## config.mk

```make
export PLATFORM = sky130hd
export DESIGN_NAME = alorium_lfsr_arb
export DESIGN_NICKNAME = d
export VERILOG_FILES = /design/src/rtl/alorium_lfsr_arb.sv
export SDC_FILE = /design/constraint.sdc
export NUM_CORES = 1
export LEC_CHECK = 0
export ABC_AREA = 1
export CORE_UTILIZATION = 30
export CTS_CLUSTER_DIAMETER = 200
export DETAILED_ROUTE_END_ITERATION = 10
export SLEW_MARGIN = 40
export SYNTH_ARGS = -nofsm -noshare
export SYNTH_HDL_FRONTEND = slang
export SYNTH_SLANG_ARGS = --single-unit
```

## constraint.sdc

```tcl
create_clock -name clk -period 1.3 [get_ports clk]
set_input_delay 0.26 -clock clk [delete_from_list [all_inputs] [get_ports clk]]
set_output_delay 0.26 -clock clk [all_outputs]
set_load 0.01 [all_outputs]
```

## src/rtl/alorium_lfsr_arb.sv

```systemverilog
// Round-robin arbiter sharing one 8-bit XNOR LFSR among NUM_REQ requesters.
// Sequences seeding and stepping of the LFSR and hands one byte to each granted requester.
module alorium_lfsr_arb #(
    parameter int unsigned NUM_REQ         = 4,
    parameter int unsigned STEPS_PER_GRANT = 1
) (
    input  logic               clk,
    input  logic               reset_n,
    input  logic [NUM_REQ-1:0] req,
    input  logic               seed_we,
    input  logic [7:0]         seed_val,
    input  logic [7:0]         lfsr_data,
    output logic               lfsr_new_seed,
    output logic               lfsr_enable,
    output logic [7:0]         lfsr_seed,
    output logic [NUM_REQ-1:0] gnt,
    output logic               rnd_valid,
    output logic [7:0]         rnd_data,
    output logic               busy
);

    localparam int unsigned IDX_W = $clog2(NUM_REQ);
    localparam int unsigned CNT_W = 8;

    localparam logic [1:0] IDLE = 2'd0;
    localparam logic [1:0] SEED = 2'd1;
    localparam logic [1:0] STEP = 2'd2;
    localparam logic [1:0] DONE = 2'd3;

    localparam logic [CNT_W-1:0] CNT_LAST = CNT_W'(STEPS_PER_GRANT - 1);
    localparam logic [IDX_W-1:0] LAST_RST = IDX_W'(NUM_REQ - 1);

    logic [1:0]         state, state_d;
    logic [CNT_W-1:0]   cnt, cnt_d;
    logic [NUM_REQ-1:0] gnt_d;
    logic [IDX_W-1:0]   last, last_d;
    logic               seed_pend, seed_pend_d;
    logic [7:0]         lfsr_seed_d;
    logic [NUM_REQ-1:0] eligible;
    logic               found;
    logic [IDX_W-1:0]   win;

    // Round-robin pick starting just after the last winner; the current owner sits out in DONE.
    always_comb begin
        eligible = req;
        found    = 1'b0;
        win      = last;
        if (state == DONE) begin
            eligible = req & ~gnt;
        end
        for (int i = 1; i <= int'(NUM_REQ); i++) begin
            int idx;
            idx = (int'(last) + i) % int'(NUM_REQ);
            if (!found && eligible[IDX_W'(idx)]) begin
                found = 1'b1;
                win   = IDX_W'(idx);
            end
        end
    end

    // Next-state: STEP counts out its cycles, every other state is a decision point.
    always_comb begin
        state_d     = state;
        cnt_d       = cnt;
        gnt_d       = gnt;
        last_d      = last;
        seed_pend_d = seed_pend | seed_we;
        lfsr_seed_d = seed_we ? seed_val : lfsr_seed;
        case (state)
            STEP: begin
                if (cnt == CNT_LAST) begin
                    state_d = DONE;
                    cnt_d   = '0;
                end else begin
                    cnt_d = cnt + CNT_W'(1);
                end
            end
            default: begin
                if (seed_pend || seed_we) begin
                    // The SEED cycle consumes whatever seed is latched at this edge.
                    state_d     = SEED;
                    seed_pend_d = 1'b0;
                    gnt_d       = '0;
                end else if (found) begin
                    state_d = STEP;
                    gnt_d   = NUM_REQ'(1) << win;
                    last_d  = win;
                    cnt_d   = '0;
                end else begin
                    state_d = IDLE;
                    gnt_d   = '0;
                end
            end
        endcase
    end

    always_ff @(posedge clk) begin
        if (!reset_n) begin
            state     <= IDLE;
            cnt       <= '0;
            gnt       <= '0;
            last      <= LAST_RST;
            seed_pend <= 1'b0;
            lfsr_seed <= 8'h00;
        end else begin
            state     <= state_d;
            cnt       <= cnt_d;
            gnt       <= gnt_d;
            last      <= last_d;
            seed_pend <= seed_pend_d;
            lfsr_seed <= lfsr_seed_d;
        end
    end

    assign lfsr_new_seed = (state == SEED);
    assign lfsr_enable   = (state == STEP);
    assign rnd_valid     = (state == DONE);
    assign rnd_data      = (state == DONE) ? lfsr_data : 8'h00;
    assign busy          = (state != IDLE);

endmodule
```

==> results.sh <==
# source this file to load flow results
export IMPL_final_setup_worst_slack_ps=-264
export IMPL_total_power_mw=3.08
export IMPL_ys_flops=25
export IMPL_clk_pin_slew_ps=90
export IMPL_critical_path_startpoint="state[1]$_SDFFE_PN0P_"
export IMPL_tightest_slew_ps=262
export IMPL_pin_count=47
export IMPL_syn_area_um2=1530
export IMPL_antenna_found_initial=0
export IMPL_comb_multi_input_count=166
export IMPL_pre_cts_ws_ps=-444
export IMPL_crit_family="simple AND/OR/NAND/NOR gates"
export IMPL_sh_seq_area_pct=19.7
export IMPL_first_pass_iters=4
export IMPL_setup_viol=22
export IMPL_synth_cells=227
export IMPL_nClkBuffers=3
export IMPL_worst_r2r_path_depth=8
export IMPL_r2r_start="state[1]$_SDFFE_PN0P_"
export IMPL_r2r_end="cnt[1]$_SDFFE_PN0P_"
export IMPL_busiest_layer="met2"
export IMPL_p_leak_nw=1.23
export IMPL_violations="setup timing"
export IMPL_outcome="finished, violations left"
export IMPL_synthTopCellsByCount="nand2_1 (45), nand3_1 (38), nor2_1 (31), inv_1 (26), dfxtp_1 (25)"
export IMPL_clock_skew_ps=1.87
export IMPL_cp_depth=8
export IMPL_ff_count=25
export IMPL_fp_dieArea_um2=5400
export IMPL_nNonClkBuffers=91
export IMPL_via_per_inst=4.60
export IMPL_critPathBufInv=0
-- kinds of logic (layout without fill, tap and decap cells) --
logic type / after synthesis / after routing
xor gates and xnor gates: 2 / 2
DFF: 25 / 25
adders and majority gates: 2 / 2
buffers and inverters: 36 / 124
and+or+nand+nor: 138 / 138
AOI/OAI and AO/OA: 24 / 24
-- per-layer routing --
metal  part of all wire [%]  wire length, um
met5                      0                0
met4                   0.56               23
met3                    7.4              303
met2                     45             1870
met1                     47             1930
-- power by group --
part / total (mW) / leakage [nW] / switching [mW] / internal (mW)
registers: 0.889 / 0.205 / 0.0522 / 0.837
logic: 1.72 / 0.995 / 0.930 / 0.793
clock network: 0.472 / 0.0255 / 0.257 / 0.215
total: 3.08 / 1.23 / 1.24 / 1.84
**Congestion heat map**

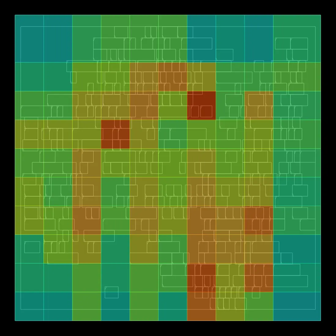
final core occ: 53.8%
met3 usage: 3.16%

**M2 wires**

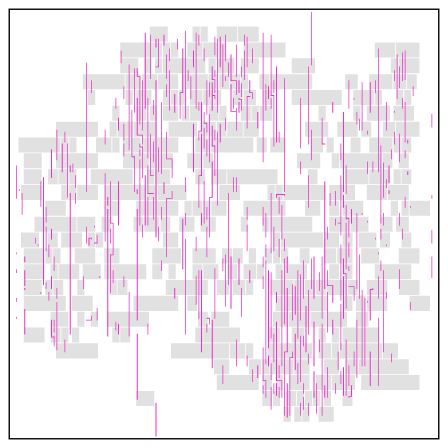
longest straight run = 26.9 um
nets with wire on the layer = 285
drt total wl: 4120 um
met2 Track Usage GR: 27.1%
Vias: 1756

**Met1 routing**

Supply wires on this layer in grey.
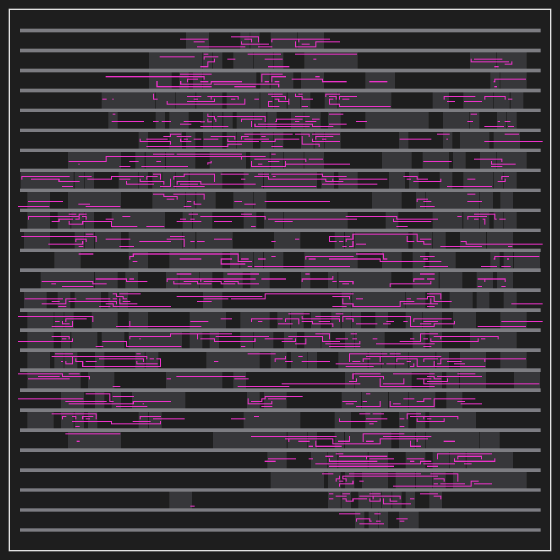
longest straight run = 21.6 um
share of all routed wire = 47%
GRT met1 Usage: 20.2%

Power figures rest on the tool's default switching activity, not on a simulated workload.
